<file path="config.mk">
export PLATFORM = sky130hd
export DESIGN_NAME = aes_round_seq
export DESIGN_NICKNAME = d
export VERILOG_FILES = /design/src/rtl/aes_round_seq.sv
export SDC_FILE = /design/constraint.sdc
export NUM_CORES = 1
export LEC_CHECK = 0
export CORE_AREA = 2 2 67 69
export CTS_BUF_LIST = sky130_fd_sc_hd__clkbuf_2 sky130_fd_sc_hd__clkbuf_4 sky130_fd_sc_hd__clkbuf_8
export DETAILED_ROUTE_END_ITERATION = 7
export DIE_AREA = 0 0 69 71
export PLACE_DENSITY_LB_ADDON = 0.12
export SETUP_SLACK_MARGIN = 0.05
export SYNTH_ARGS = -nofsm -noshare
export SYNTH_HDL_FRONTEND = slang
export SYNTH_SLANG_ARGS = --single-unit
export TNS_END_PERCENT = 30
</file>
<file path="constraint.sdc">
create_clock -name clk -period 2.6 [get_ports clk]
set_input_delay 0.78 -clock clk [delete_from_list [all_inputs] [get_ports clk]]
set_output_delay 0.78 -clock clk [all_outputs]
set_load 0.005 [all_outputs]
</file>
<file path="src/rtl/aes_round_seq.sv">
// AES round sequencer: Moore FSM issuing S-box, key-schedule and round controls for
// single-round, last-round, full-cipher and AESKEYGENASSIST ops. Optional abort_i via AES_ROUND_SEQ_ABORT_EN.
package aes_pkg;
  typedef enum logic [2:0] {
    NOOP            = 3'd0,
    AESENC          = 3'd1,
    AESENCLAST      = 3'd2,
    AESENCFULL      = 3'd3,
    AESKEYGENASSIST = 3'd4
  } opcode;

  typedef logic [0:3][7:0] aes_32;
endpackage

module aes_round_seq
  import aes_pkg::*;
#(
  parameter int MAX_NR = 14,
  parameter int RND_W  = 4
) (
  input  logic             clk,
  input  logic             nrst,
`ifdef AES_ROUND_SEQ_ABORT_EN
  input  logic             abort_i,
`endif
  input  logic             start_i,
  input  opcode            opcode_i,
  input  logic [1:0]       key_len_i,
  output logic             busy_o,
  output logic             cipher_ready_o,
  output logic             key_ready_o,
  output logic             full_enc_o,
  output logic             final_rnd_o,
  output logic             zero_rnd_o,
  output logic             key_sel_o,
  output logic             en_rnd_o,
  output logic             en_key_o,
  output logic             key_sub_o,
  output logic             gen_key_o,
  output logic             next_rnd_o,
  output logic [RND_W-1:0] rnd_num_o,
  output aes_32            r_con_o
);

  typedef enum logic [1:0] {IDLE, SBOX, ROUND, FINISH} state_t;

  typedef struct packed {
    logic busy;
    logic cipher_ready;
    logic key_ready;
    logic full_enc;
    logic final_rnd;
    logic zero_rnd;
    logic key_sel;
    logic en_rnd;
    logic en_key;
    logic key_sub;
    logic gen_key;
    logic next_rnd;
  } ctl_t;

  localparam ctl_t CTL_IDLE = '{
    busy: 1'b0, cipher_ready: 1'b0, key_ready: 1'b0,
    full_enc: 1'b1, final_rnd: 1'b1, zero_rnd: 1'b0, key_sel: 1'b0,
    en_rnd: 1'b1, en_key: 1'b1, key_sub: 1'b0, gen_key: 1'b0, next_rnd: 1'b0
  };

  state_t           state_q, state_d;
  opcode            op_q, op_d;
  logic [RND_W-1:0] nr_q, nr_d;
  logic [RND_W-1:0] rnd_q, rnd_d;
  logic [7:0]       rcon_q, rcon_d;
  ctl_t             ctl_q, ctl_d;

  function automatic logic [RND_W-1:0] nr_of(input logic [1:0] kl);
    int n;
    case (kl)
      2'b01:   n = 12;
      2'b10:   n = 14;
      default: n = 10;
    endcase
    if (n > MAX_NR) n = MAX_NR;
    return RND_W'(n);
  endfunction

  function automatic logic [7:0] xtime(input logic [7:0] b);
    return {b[6:0], 1'b0} ^ (b[7] ? 8'h1b : 8'h00);
  endfunction

  // Controls are decoded from the next-state values and then registered, so every
  // output is a pure function of the registered state (Moore) with no output glitching.
  function automatic ctl_t decode(input state_t s, input opcode op,
                                  input logic [RND_W-1:0] rnd, input logic [RND_W-1:0] nr);
    ctl_t c;
    c = CTL_IDLE;
    case (s)
      SBOX: begin
        c.busy = 1'b1;
        if (op == AESENCFULL) begin
          c.gen_key  = 1'b1;
          c.key_sub  = 1'b0;
          c.zero_rnd = (rnd == '0);
          c.key_sel  = (rnd == '0);
        end else begin
          c.en_key = 1'b0;
        end
      end
      ROUND: begin
        c.busy = 1'b1;
        case (op)
          AESENC: begin
            c.full_enc = 1'b1; c.final_rnd = 1'b0; c.zero_rnd = 1'b1; c.key_sel = 1'b1;
            c.en_key   = 1'b0;
          end
          AESENCLAST: begin
            c.full_enc = 1'b0; c.final_rnd = 1'b1; c.zero_rnd = 1'b1; c.key_sel = 1'b0;
            c.en_key   = 1'b0;
          end
          AESENCFULL: begin
            c.next_rnd  = 1'b1;
            c.key_sub   = 1'b1;
            c.final_rnd = (rnd == nr);
          end
          AESKEYGENASSIST: begin
            c.en_rnd  = 1'b0;
            c.key_sub = 1'b1;
            c.gen_key = 1'b1;
          end
          default: ;
        endcase
      end
      FINISH: begin
        c.busy         = 1'b1;
        c.cipher_ready = (op != AESKEYGENASSIST);
        c.key_ready    = (op == AESKEYGENASSIST);
        c.en_key       = (op == AESKEYGENASSIST);
        c.en_rnd       = (op != AESKEYGENASSIST);
      end
      default: ;
    endcase
    return c;
  endfunction

  always_comb begin
    state_d = state_q;
    op_d    = op_q;
    nr_d    = nr_q;
    rnd_d   = rnd_q;
    rcon_d  = rcon_q;
    case (state_q)
      IDLE: begin
        rnd_d  = '0;
        rcon_d = 8'h01;
        if (start_i) begin
          op_d = opcode_i;
          nr_d = nr_of(key_len_i);
          case (opcode_i)
            AESENC, AESENCLAST, AESENCFULL: state_d = SBOX;
            AESKEYGENASSIST:                state_d = ROUND;
            default:                        state_d = IDLE;
          endcase
        end
      end
      SBOX: begin
        state_d = ROUND;
        // Rcon stays 01 for round 1 and doubles in GF(2^8) on every later round
        if (op_q == AESENCFULL) begin
          rnd_d = rnd_q + RND_W'(1);
          if (rnd_q != '0) rcon_d = xtime(rcon_q);
        end
      end
      ROUND: begin
        if (op_q == AESENCFULL && rnd_q != nr_q) state_d = SBOX;
        else                                     state_d = FINISH;
      end
      FINISH: begin
        state_d = IDLE;
        rnd_d   = '0;
        rcon_d  = 8'h01;
      end
      default: begin
        state_d = IDLE;
        rnd_d   = '0;
        rcon_d  = 8'h01;
      end
    endcase
`ifdef AES_ROUND_SEQ_ABORT_EN
    if (abort_i && state_q != IDLE) begin
      state_d = IDLE;
      rnd_d   = '0;
      rcon_d  = 8'h01;
    end
`endif
    ctl_d = decode(state_d, op_d, rnd_d, nr_d);
  end

  always_ff @(posedge clk or negedge nrst) begin
    if (!nrst) begin
      state_q <= IDLE;
      op_q    <= NOOP;
      nr_q    <= RND_W'(10);
      rnd_q   <= '0;
      rcon_q  <= 8'h01;
      ctl_q   <= CTL_IDLE;
    end else begin
      state_q <= state_d;
      op_q    <= op_d;
      nr_q    <= nr_d;
      rnd_q   <= rnd_d;
      rcon_q  <= rcon_d;
      ctl_q   <= ctl_d;
    end
  end

  assign busy_o         = ctl_q.busy;
  assign cipher_ready_o = ctl_q.cipher_ready;
  assign key_ready_o    = ctl_q.key_ready;
  assign full_enc_o     = ctl_q.full_enc;
  assign final_rnd_o    = ctl_q.final_rnd;
  assign zero_rnd_o     = ctl_q.zero_rnd;
  assign key_sel_o      = ctl_q.key_sel;
  assign en_rnd_o       = ctl_q.en_rnd;
  assign en_key_o       = ctl_q.en_key;
  assign key_sub_o      = ctl_q.key_sub;
  assign gen_key_o      = ctl_q.gen_key;
  assign next_rnd_o     = ctl_q.next_rnd;
  assign rnd_num_o      = rnd_q;
  assign r_con_o        = aes_32'({24'h000000, rcon_q});

endmodule

</file>
**Where the registers sit**

(6 px per um) Other sequential cells in the stronger grey, the rest of the logic in the fainter grey.
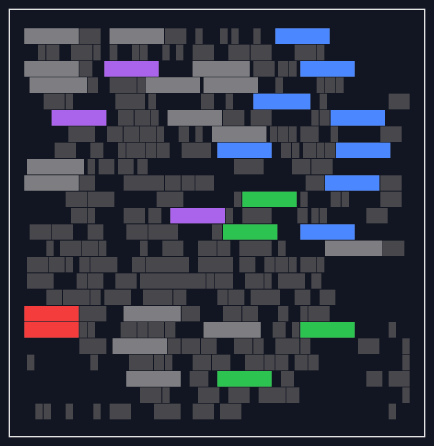
op_q -> purple  # sequential cells 3
state_q -> red  # sequential cells 2
rnd_num_o -> green  # sequential cells 4
rcon_q -> blue  # sequential cells 8

**Placement density heat map**

(6 px per um) The die is cut into 7 by 7 equal tiles; black is low, pale yellow is high, 0 to 100% covered.
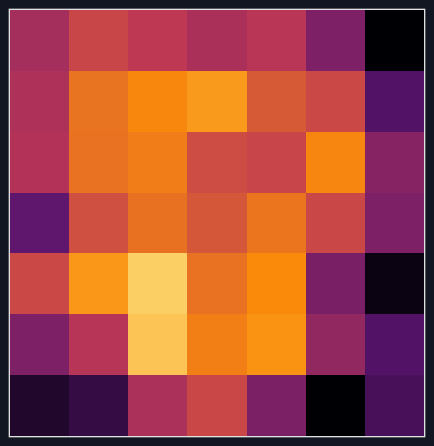
mean over tiles = 49%
nearly empty tiles = 4.1%
tiles over 75% full = 10%

==> flow_summary.yaml <==
# implementation run metrics
die:
  row_count: 24
  fp_util_pct: 47.1
  tapCellCount: 52
critical_path:
  crit_required_ns: 2.78
  crit_arrival_ns: 2.53
  end_kind: "register"
  crit_path_max_fanout: 5
yosys:
  synthTopLogicFamily: "simple AND/OR/NAND/NOR gates"
  mux_area_share_pct: 2.21
  common_cells: "26 x dfrtp_1, 24 x buf_4, 19 x nand2_1, 14 x o21ai_0, 13 x inv_1"
  yosys_cells: 199
  netlist_instances: 199
  yosys_most_used_dff: "dfrtp_1"
  ys_ff: 33
  xor_area_share_pct: 4.87
  compound_area_share_pct: 12.7
  top_cell_area_share_pct: 32.9
  top_cells_by_area: "dfrtp_1 33%, dfstp_2 9.3%, buf_4 9.1%, ha_1 7.0%, xor2_1 4.0%"
  synth_area_mm2: 0.00198
outcome:
  status: "finished, final reports clean"
cts:
  cts_inserted_buffers: 5
  htree_levels: 2
  clockRootBuffer: "clkbuf_8"
  post-cts-setup-buffers: 0
  hold_buffers: 0
timing:
  worstMarginPinSlew_ns: 0.898
  whs_ns: 0.505
  relSlewSlack_pct: 40.0
  finClkSkew_ns: 0.00570
  period_used_pct: 90.4
  hold_viol: 0
route:
  drt-vias-per-instance: 4.78
  met2_length_um: 1890
  first_iter_violations: 77
  antenna_left: 0
placed_design:
  hpwl_um: 2960
  place_ws_ns: -0.125
  portBuffers: 31
grt:
  antenna_found_initial: 0
  grt_pass1_vias: 1361
  grt_busiest_layer: "met2"
  met2_usage_pct: 26.7
  grt_pass1_wl_um: 6600
hold_path:
  holdPathEnd: "rcon_q[1]$_DFFE_PN0P_"
  min-delay-start: "rcon_q[1]$_DFFE_PN0P_"
finish:
  fin_cells: 300
  area_delta_synth_final_pct: 24.9
  nets: 266
  layout-drive-gt1-share_pct: 18.5
  num_antenna_cells: 0
-- worst max-delay path by stage --
stage	endpoint	slack [ns]	from
2_1_floorplan	zero_rnd_o$_DFF_PN0_	0.53	start_i
3_3_place_gp	final_rnd_o$_DFF_PN1_	-0.13	start_i
3_5_place_dp	final_rnd_o$_DFF_PN1_	-0.12	start_i
4_1_cts	final_rnd_o$_DFF_PN1_	0.17	start_i
5_1_grt	zero_rnd_o$_DFF_PN0_	0.13	start_i
6_report	final_rnd_o$_DFF_PN1_	0.25	start_i
-- flip-flops by register name (all words and copies together) (netlist names) --
register	count
key_sub_o	1
next_rnd_o	1
key_sel_o	1
key_ready_o	1
rnd_num_o	4
final_rnd_o	1
zero_rnd_o	1
rcon_q	8
nr_q	4
busy_o	1
full_enc_o	1
en_rnd_o	1
cipher_ready_o	1
op_q	3
en_key_o	1
gen_key_o	1
state_q	2
-- critical path: stages --
cell and delay [ns]:
clkdlybuf4s50_1 0.55, buf_4 0.17, nand2_4 0.08, mux2i_2 0.23, nor2_2 0.21, nand3_1 0.12
o41ai_2 0.39
-- placed cells by master (no fill, tap or decap), drive strengths merged, types with 4 or more instances in the layout --
master	synthesis	layout
a21oi	8	8
buf	27	15
clkbuf	1	7
clkdlybuf4s50	0	31
conb	1	24
dfrtp	26	26
dfstp	7	7
ha	11	11
inv	14	14
mux2i	4	4
nand2	20	20
nand3	6	6
nor2	9	9
nor2b	4	4
o21ai	14	14
xor2	9	9
-- timing repair --
action / in CTS / in global routing
hold endpoints to repair: 0 / 0
endpoints found under the setup margin: 0 / 1
gates resized: 0 / 1
-- power by group --
part	internal [mW]	switching [mW]
clock network	0.323	0.185
registers	0.688	0.104
logic	0.621	0.663
Power and IR drop assume default switching activity.
